==> src/rtl/mfa_pkg.sv <==
// Shared definitions for the nucleotide sequence path: symbol codes,
// symbols-per-word derivation and the packer state encoding.
package mfa_pkg;

  localparam logic [1:0] SYM_A = 2'b00;
  localparam logic [1:0] SYM_C = 2'b01;
  localparam logic [1:0] SYM_G = 2'b10;
  localparam logic [1:0] SYM_T = 2'b11;

  function automatic int unsigned spw(input int unsigned data_len);
    return data_len / 2;
  endfunction

  typedef enum logic [1:0] {
    S_FILL,
    S_WRITE,
    S_DONE,
    S_FULL
  } packer_state_e;

endpackage

==> src/rtl/symbol_packer.sv <==
// Packs a valid/ready stream of 2-bit symbols LSB-first into DATA_LEN-bit
// words and writes them to consecutive sequence-memory addresses.
module symbol_packer
  import mfa_pkg::*;
#(
  parameter int unsigned ADDR_LEN = 6,
  parameter int unsigned DATA_LEN = 8
) (
  input  logic                CLK,
  input  logic                RST,
  input  logic                clear,
  input  logic                sym_valid,
  input  logic [1:0]          symbol,
  output logic                sym_ready,
  input  logic                flush,
  output logic                wr_en,
  output logic [ADDR_LEN-1:0] wr_addr,
  output logic [DATA_LEN-1:0] wr_data,
  input  logic                wr_ready,
  output logic [ADDR_LEN+3:0] sym_count,
  output logic                done,
  output logic                overflow
);

  localparam int unsigned       SPW       = spw(DATA_LEN);
  localparam int unsigned       SLOT_W    = $clog2(SPW);
  localparam logic [SLOT_W-1:0] LAST_SLOT = SLOT_W'(SPW - 1);
  localparam logic [ADDR_LEN-1:0] LAST_ADDR = '1;

  packer_state_e       r_state;
  logic [SLOT_W-1:0]   r_slot;
  logic [DATA_LEN-1:0] r_word;
  logic                r_flush_pend;
  logic [DATA_LEN-1:0] w_word_next;
  logic                w_accept;

  assign w_accept = (r_state == S_FILL) && sym_valid && sym_ready;

  always_comb begin
    w_word_next = r_word;
    w_word_next[{r_slot, 1'b0} +: 2] = symbol;
  end

  always_ff @(posedge CLK or negedge RST) begin
    if (!RST) begin
      r_state      <= S_FILL;
      r_slot       <= '0;
      r_word       <= '0;
      r_flush_pend <= 1'b0;
      sym_ready    <= 1'b0;
      wr_en        <= 1'b0;
      wr_addr      <= '0;
      wr_data      <= '0;
      sym_count    <= '0;
      done         <= 1'b0;
      overflow     <= 1'b0;
    end else if (clear) begin
      r_state      <= S_FILL;
      r_slot       <= '0;
      r_word       <= '0;
      r_flush_pend <= 1'b0;
      sym_ready    <= 1'b1;
      wr_en        <= 1'b0;
      wr_addr      <= '0;
      wr_data      <= '0;
      sym_count    <= '0;
      done         <= 1'b0;
      overflow     <= 1'b0;
    end else begin
      case (r_state)
        S_FILL: begin
          if (w_accept) begin
            r_word    <= w_word_next;
            r_slot    <= r_slot + 1'b1;
            sym_count <= sym_count + 1'b1;
          end
          // An accept is packed before a same-cycle flush, so a word-completing
          // symbol plus flush yields a single write followed by DONE.
          if (w_accept && (r_slot == LAST_SLOT || flush)) begin
            r_state      <= S_WRITE;
            wr_en        <= 1'b1;
            wr_data      <= w_word_next;
            sym_ready    <= 1'b0;
            r_flush_pend <= flush;
          end else if (flush && !w_accept) begin
            sym_ready <= 1'b0;
            if (r_slot == '0) begin
              r_state <= S_DONE;
              done    <= 1'b1;
            end else begin
              r_state      <= S_WRITE;
              wr_en        <= 1'b1;
              wr_data      <= r_word;
              r_flush_pend <= 1'b1;
            end
          end else begin
            sym_ready <= 1'b1;
          end
        end

        S_WRITE: begin
          if (wr_ready) begin
            wr_en        <= 1'b0;
            r_word       <= '0;
            r_slot       <= '0;
            r_flush_pend <= 1'b0;
            if (wr_addr == LAST_ADDR) begin
              r_state  <= S_FULL;
              overflow <= 1'b1;
              done     <= 1'b1;
            end else begin
              wr_addr <= wr_addr + 1'b1;
              if (r_flush_pend || flush) begin
                r_state <= S_DONE;
                done    <= 1'b1;
              end else begin
                r_state   <= S_FILL;
                sym_ready <= 1'b1;
              end
            end
          end else if (flush) begin
            r_flush_pend <= 1'b1;
          end
        end

        S_DONE, S_FULL: begin
          sym_ready <= 1'b0;
        end

        default: begin
          r_state <= S_FILL;
        end
      endcase
    end
  end

endmodule

==> config.mk <==
export PLATFORM = sky130hd
export DESIGN_NAME = symbol_packer
export DESIGN_NICKNAME = d
export VERILOG_FILES = /design/src/rtl/mfa_pkg.sv /design/src/rtl/symbol_packer.sv
export SDC_FILE = /design/constraint.sdc
export NUM_CORES = 1
export LEC_CHECK = 0
export CAP_MARGIN = 20
export CORE_ASPECT_RATIO = 2
export CORE_MARGIN = 2
export CORE_UTILIZATION = 25
export CTS_BUF_LIST = sky130_fd_sc_hd__clkbuf_4
export CTS_CLUSTER_SIZE = 30
export DETAILED_ROUTE_END_ITERATION = 6
export PLACE_DENSITY = 0.48
export SLEW_MARGIN = 20
export SYNTH_ARGS = -nofsm -noshare
export SYNTH_HDL_FRONTEND = slang
export SYNTH_SLANG_ARGS = --single-unit
==> constraint.sdc <==
create_clock -name CLK -period 2.01 [get_ports CLK]
set_input_delay 0.402 -clock CLK [delete_from_list [all_inputs] [get_ports CLK]]
set_output_delay 0.402 -clock CLK [all_outputs]
set_load 0.02 [all_outputs]
Run 1, routed metal, one colour a layer:
Bar = 20 um. Only two layers are drawn.
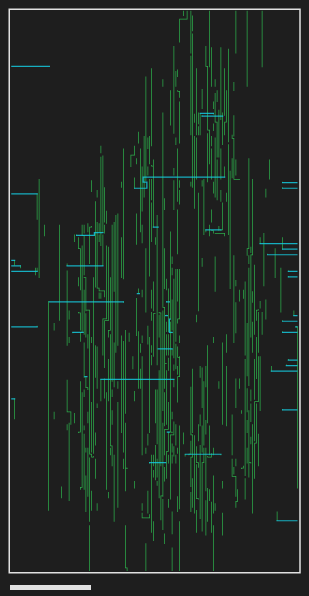
Key: M3 = cyan [wire length 205 um]; M2 = green [wire length 3600 um]

Run 1, sequential cells coloured by netlist name:
Other sequential cells in the stronger grey, the rest of the logic in the fainter grey.
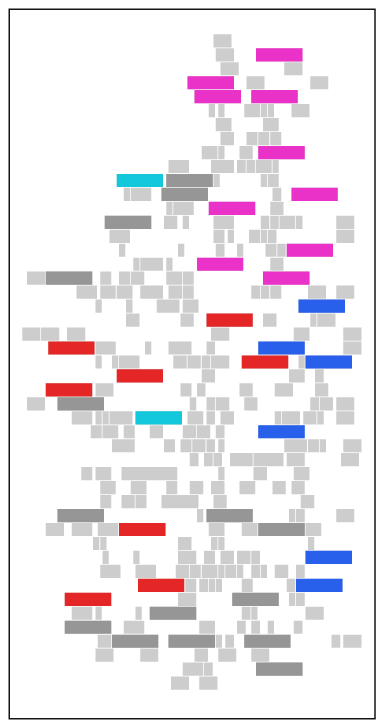
Key: wr_addr = blue [placed flops 6, where east]; sym_count = magenta [placed flops 10, where north-east]; wr_data = red [placed flops 8]; r_slot = cyan [placed flops 2]

==> impl_metrics.csv, run 1 <==
group,metric,value,unit
outcome,status,"completed",
setup_path,worstPathRequired,1610,ps
power_and_ir_drop,p_per_area,987,nW/um^2
layout,dominant_cells,"combinational gates",
timing,setup_ws,125,ps
power_and_ir_drop,seq_power_share,35.7,%
logic_synthesis,synthCells,229,
job,maxCapViolations,0,
timing,final.setup.tns,0,ps
logic_synthesis,mux_area_share,5.47,%
power_and_ir_drop,power.total,2.94,mW
setup_path,path_class,"reg -> out",
setup_path,path_cells,"clkdlybuf4s50_1",
global_route,grt_max_degree,21,
layout,drive_above_1_share,20.7,%
global_route,met3_usage,2.11,%
clock_tree,cts_buffers,5,
timing,hold_slack,497,ps
power_and_ir_drop,powerComb,1.32,mW
min_path,hold_class,"in -> async",
global_route,grt_pass1_wl,10.3,mm
timing,fmax,530,MHz
detailed_routing,top_layer,"met4",
clock_tree,clock.latency.late_pin,380,ps
setup_path,path_buffers,1,
power_and_ir_drop,pg_clk,0.572,mW
clock_tree,ctsRootBufferMaster,"clkbuf_4",
global_route,track_usage,13.9,%
detailed_routing,wl_per_cell,16.5,um
die,fp_util,25.9,%
layout,seq_share,34.5,%
logic_synthesis,synth_flops,41,
detailed_routing,drc,0,
layout,inverters,8,
layout,clkCellAreaFrac,2.65,%
logic_synthesis,synthArstFlopShare,100,%
timing,skew,23.0,ps
logic_synthesis,yosysCellCount,229,
detailed_routing,drt-initial-drc-count,92,
setup_path,cp_slowest_cell,"clkdlybuf4s50_1",
clock_tree,cts_tree,"done",
layout,multi_input_comb_cells,169,
setup_path,rrSetupSlack,130,ps
logic_synthesis,adder_share,4.46,%
power_and_ir_drop,p_leak,1.27,nW
timing,hold_violations,0,
setup_path,arrival,1480,ps
power_and_ir_drop,p_sw_share,38.6,%
clock_tree,clockBufferDepth,2,
power_and_ir_drop,p_seq,1.05,mW
detailed_routing,dr_wl_met3,204,um
job,warnings,31,
logic_synthesis,top_logic_kind,"simple AND/OR/NAND/NOR gates",
setup_path,critPathMaxFanout,7,
timing,worst_slew_pin_slew,509,ps
global_route,grt_busiest_layer,"met2",
detailed_routing,avgViaCountPerCell,4.99,
layout,fin_area,2980,um^2
layout,final-comb-area,1140,um^2
clock_tree,clkTransAtPathRegs,150,ps
die,die_x,71.0,um
clock_tree,clock_sinks,41,
timing,period_minus_slack,1890,ps
layout,final_nets,305,
setup_path,critPathLaunchType,"register",
power_and_ir_drop,ir_worst_vdd,0.321,mV
die,core_area,8650,um^2
timing,slew_headroom,66.1,%
layout,nFlopsAndLatches,41,
placement,dp.cells,381,
detailed_routing,wirelength_met1,2.38,mm
power_and_ir_drop,p_sw,1.13,mW
layout,buffers,64,
placement,place_ws,-128,ps
die,chip_area,9790,um^2
logic_synthesis,synth-main-ff-cell,"dfrtp_1",
setup_path,critical_path.max_stage_delay,640,ps
detailed_routing,drtPass1Iterations,4,
logic_synthesis,postSynthSeqShare,45.8,%
logic_synthesis,netlist_area,2240,um^2
placement,routabilityCongestion,0.794,
power_and_ir_drop,power_leader,"combinational logic",
layout,non_clock_buffer_area_share,19.4,%
layout,diodes,1,
die,ios,36,
layout,layoutNonFillerInstCount,391,
detailed_routing,vias,1952,
global_route,grt_pass1_vias,2050,
placement,placed_area,2880,um^2
timing,slew_violations,0,
setup_path,crit_family,"buffers and inverters",
Run 1, signal metal coverage by tile:
Bar = 20 um. 14 x 28 tiles, from black (low) to pale yellow (high), scaled to the fullest tile. Values are wire area over tile area, all layers added.
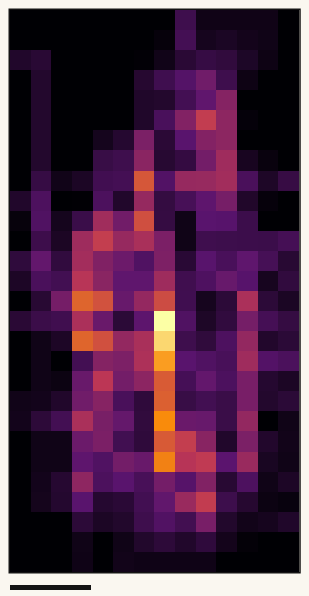
The densest ninth of the die: centre. The fullest tile reaches 0.62. 24% of the tiles are nearly empty.

[run 1: final timing paths]
check | startpoint | endpoint | depth (start not counted)
setup / recovery | sym_count[3] | sym_count[3] | 1
setup reg to reg | r_state[0] | r_flush_pend | 5
max in group asynchronous | RST | sym_count[0] | 3
hold / removal | RST | wr_addr[2] | 2
hold reg to reg | overflow | overflow | 2
min in group CLK | overflow | overflow | 2
[run 1: cells in the final DEF, fill, tap and decap left out, types with 10 or more instances in the layout]
cell | synthesis | layout
o21ai_0 | 11 | 11
buf_4 | 2 | 27
nand2_1 | 11 | 11
mux2_2 | 10 | 10
dfrtp_1 | 41 | 41
a21oi_1 | 11 | 11
clkdlybuf4s50_1 | 0 | 34
nor2b_1 | 11 | 11
nor2_1 | 34 | 34
[run 1: Yosys cell counts (3+ instances only)]
library cell  number  area (um^2)
clkbuf_1           3         11.3
a41oi_1            8         70.1
buf_2              4         20.0
xnor2_1            3         26.3
ha_1               8          100
nor3_1             5         25.0
nand2_1           11         41.3
nand3_1            8         40.0
or3_1              5         31.3
a221o_2            5         56.3
nor2_1            34          128
inv_1              8         30.0
nand4_1            3         18.8
dfrtp_1           41         1030
xor2_1             6         52.6
nor2b_1           11         68.8
o21ai_0           11         55.1
mux2_2            10          113
a221oi_1           3         26.3
a21oi_1           11         55.1
[run 1: flip-flops by register name (all words and copies together), names as in the netlist]
name and cells:
wr_en 1, r_word 8, r_flush_pend 1, r_slot 2
overflow 1, wr_addr 6, done 1, sym_count 10
wr_data 8, sym_ready 1, r_state 2
[run 1: timing repair]
item,in CTS,in global routing
setup buffers,0,0
gates resized,0,1
setup endpoints to repair,0,1
hold buffers,1,0
endpoints found under the hold margin,18,0
==> run 2: changes to the inputs <==
--- a/config.mk
+++ b/config.mk
@@ -5,7 +5,7 @@
 export SDC_FILE = /design/constraint.sdc
 export NUM_CORES = 1
 export LEC_CHECK = 0
-export CAP_MARGIN = 20
+export CAP_MARGIN = 30
 export CORE_ASPECT_RATIO = 2
 export CORE_MARGIN = 2
 export CORE_UTILIZATION = 25
Run 2, signal metal coverage by tile:
Bar = 20 um. 14 x 28 tiles, from black (low) to pale yellow (high), scaled to the fullest tile. Values are wire area over tile area, all layers added.
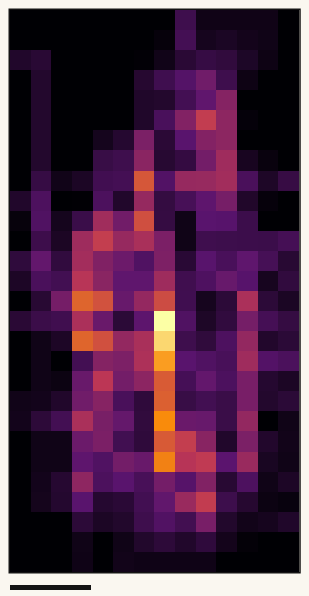
The mean over all tiles is 0.10. 24% of the tiles are nearly empty. The emptiest ninth of the die: north-west. The fullest tile reaches 0.62.

==> run 2 against run 1 <==
  * Hold slack unchanged
  * Flip-flop count unchanged
  * Total power unchanged
  * Via count unchanged
  * Global-route usage unchanged
  * Register-to-register slack about the same
  * Fmax unchanged
  * Setup slack unchanged
  * Utilization unchanged
  * Cell area unchanged
  * Synthesized area unchanged
  * Largest power group unchanged
==> impl_metrics.csv, run 2 <==
group,metric,value,unit
outcome,status,"completed",
logic_synthesis,area_leaders,"dfrtp_1, nor2_1, mux2_2",
min_path,hold_class,"in -> async",
setup_path,cp_slowest_cell,"clkdlybuf4s50_1",
timing,hold_violations,0,
logic_synthesis,common_cells,"dfrtp_1, nor2_1",
logic_synthesis,synth-main-ff-cell,"dfrtp_1",
clock_tree,ctsRootBufferMaster,"clkbuf_4",
detailed_routing,avgViaCountPerCell,4.99,
die,fp_util,25.9,%
timing,worst_slew_pin_slew,509,ps
detailed_routing,vias,1952,
logic_synthesis,synth_flops,41,
setup_path,critPathLaunchType,"register",
power_and_ir_drop,p_leak,1.27,nW
placement,placed_area,2880,um^2
placement,routabilityCongestion,0.794,
die,chip_area,9790,um^2
clock_tree,clockBufferDepth,2,
placement,place_ws,-128,ps
logic_synthesis,netlist_area,2240,um^2
timing,period_minus_slack,1890,ps
setup_path,crit_family,"buffers and inverters",
timing,fmax,530,MHz
clock_tree,postCtsSetupBuffers,0,
die,core_area,8650,um^2
job,warnings,31,
global_route,grt_pass1_vias,2050,
logic_synthesis,adder_share,4.46,%
timing,skew,23.0,ps
timing,setup_ws,125,ps
global_route,grt_max_degree,21,
detailed_routing,drt-initial-drc-count,92,
clock_tree,cts_tree,"done",
setup_path,path_cells,"clkdlybuf4s50_1",
power_and_ir_drop,ir_worst_vdd,0.321,mV
layout,reg.largest.list,"sym_count (10), r_word (8), wr_data (8)",
logic_synthesis,yosysCellCount,229,
timing,slew_headroom,66.1,%
setup_path,worstPathRequired,1610,ps
logic_synthesis,largest_area_cell,"dfrtp_1",
layout,largest_register_ffs,10,
layout,final_nets,305,
power_and_ir_drop,power.total,2.94,mW
setup_path,path_buffers,1,
clock_tree,cts_buffers,5,
detailed_routing,drc,0,
layout,final_cell_mix,"dfrtp_1, nor2_1, clkdlybuf4s50_1",
setup_path,critical_path.max_stage_delay,640,ps
layout,fin_area,2980,um^2
global_route,grt_pass1_wl,10.3,mm
layout,final-comb-area,1140,um^2
clock_tree,clock.latency.late_pin,380,ps
logic_synthesis,top_area_share,45.8,%
die,die_x,71.0,um
setup_path,path_class,"reg -> out",
detailed_routing,wl_per_cell,16.5,um
detailed_routing,drtPass1Iterations,4,
logic_synthesis,mux_area_share,5.47,%
power_and_ir_drop,p_per_area,987,nW/um^2
timing,slew_violations,0,
logic_synthesis,synthArstFlopShare,100,%
clock_tree,clock_sinks,41,
layout,top_register,"sym_count",
[run 2: cell counts after synthesis]
Identical to the previous run, type by type.
[run 2: area by class of cell]
| type | count | area share [%] |
|---|---|---|
| Clock buffer | 6 | 1.51 |
| Tap cell | 100 | 4.20 |
| Timing Repair Buffer | 64 | 19.4 |
| Sequential cell | 41 | 34.5 |
| Clock inverter | 2 | 1.13 |
| Inverter | 8 | 1.01 |
| Antenna cell | 1 | 0.0840 |
| Multi-Input combinational cell | 169 | 38.2 |
[run 2: timing repair]
item	4_1_cts	5_1_grt
endpoints found under the hold margin	18	0
hold buffers	1	0
resized	0	1
setup endpoints to repair	0	1
[run 2: per-stage QoR]
stage | hold WS [ps] | std cells
after global routing | 536 | 391
after global placement | 407 | 381
after detailed placement | 404 | 381
after CTS | 508 | 390
after floorplan | 106 | 229
final | 497 | 391
[run 2: routing by layer]
metal,wire length [um],track usage [%]
met1,2380,13.7
met2,3600,26.9
met3,204,2.11
met4,253,7.76
met5,0,0
[run 2: worst paths after layout]
kind	start	endpoint	slack, ps	cells after the start
worst max-delay path	sym_count[3]	sym_count[3]	120	1
max in group asynchronous	RST	sym_count[0]	920	3
min in group CLK	overflow	overflow	520	2
worst min-delay path	RST	wr_addr[2]	500	2
worst min register to register	overflow	overflow	520	2
worst max register to register	r_state[0]	r_flush_pend	130	5
[run 2: cell families after synthesis]
| group | Yosys count |
|---|---|
| and+or+nand+nor | 91 |
| AOI/OAI and AO/OA | 50 |
| DFF | 41 |
| buffers and inverters | 19 |
| muxes | 11 |
| xor gates and xnor gates | 9 |
| adders and majority gates | 8 |
[run 2: power by group]
part	switching [mW]	internal, mW
clock network	0.299	0.273
logic	0.716	0.600
registers	0.119	0.931
Power and IR drop assume default switching activity.
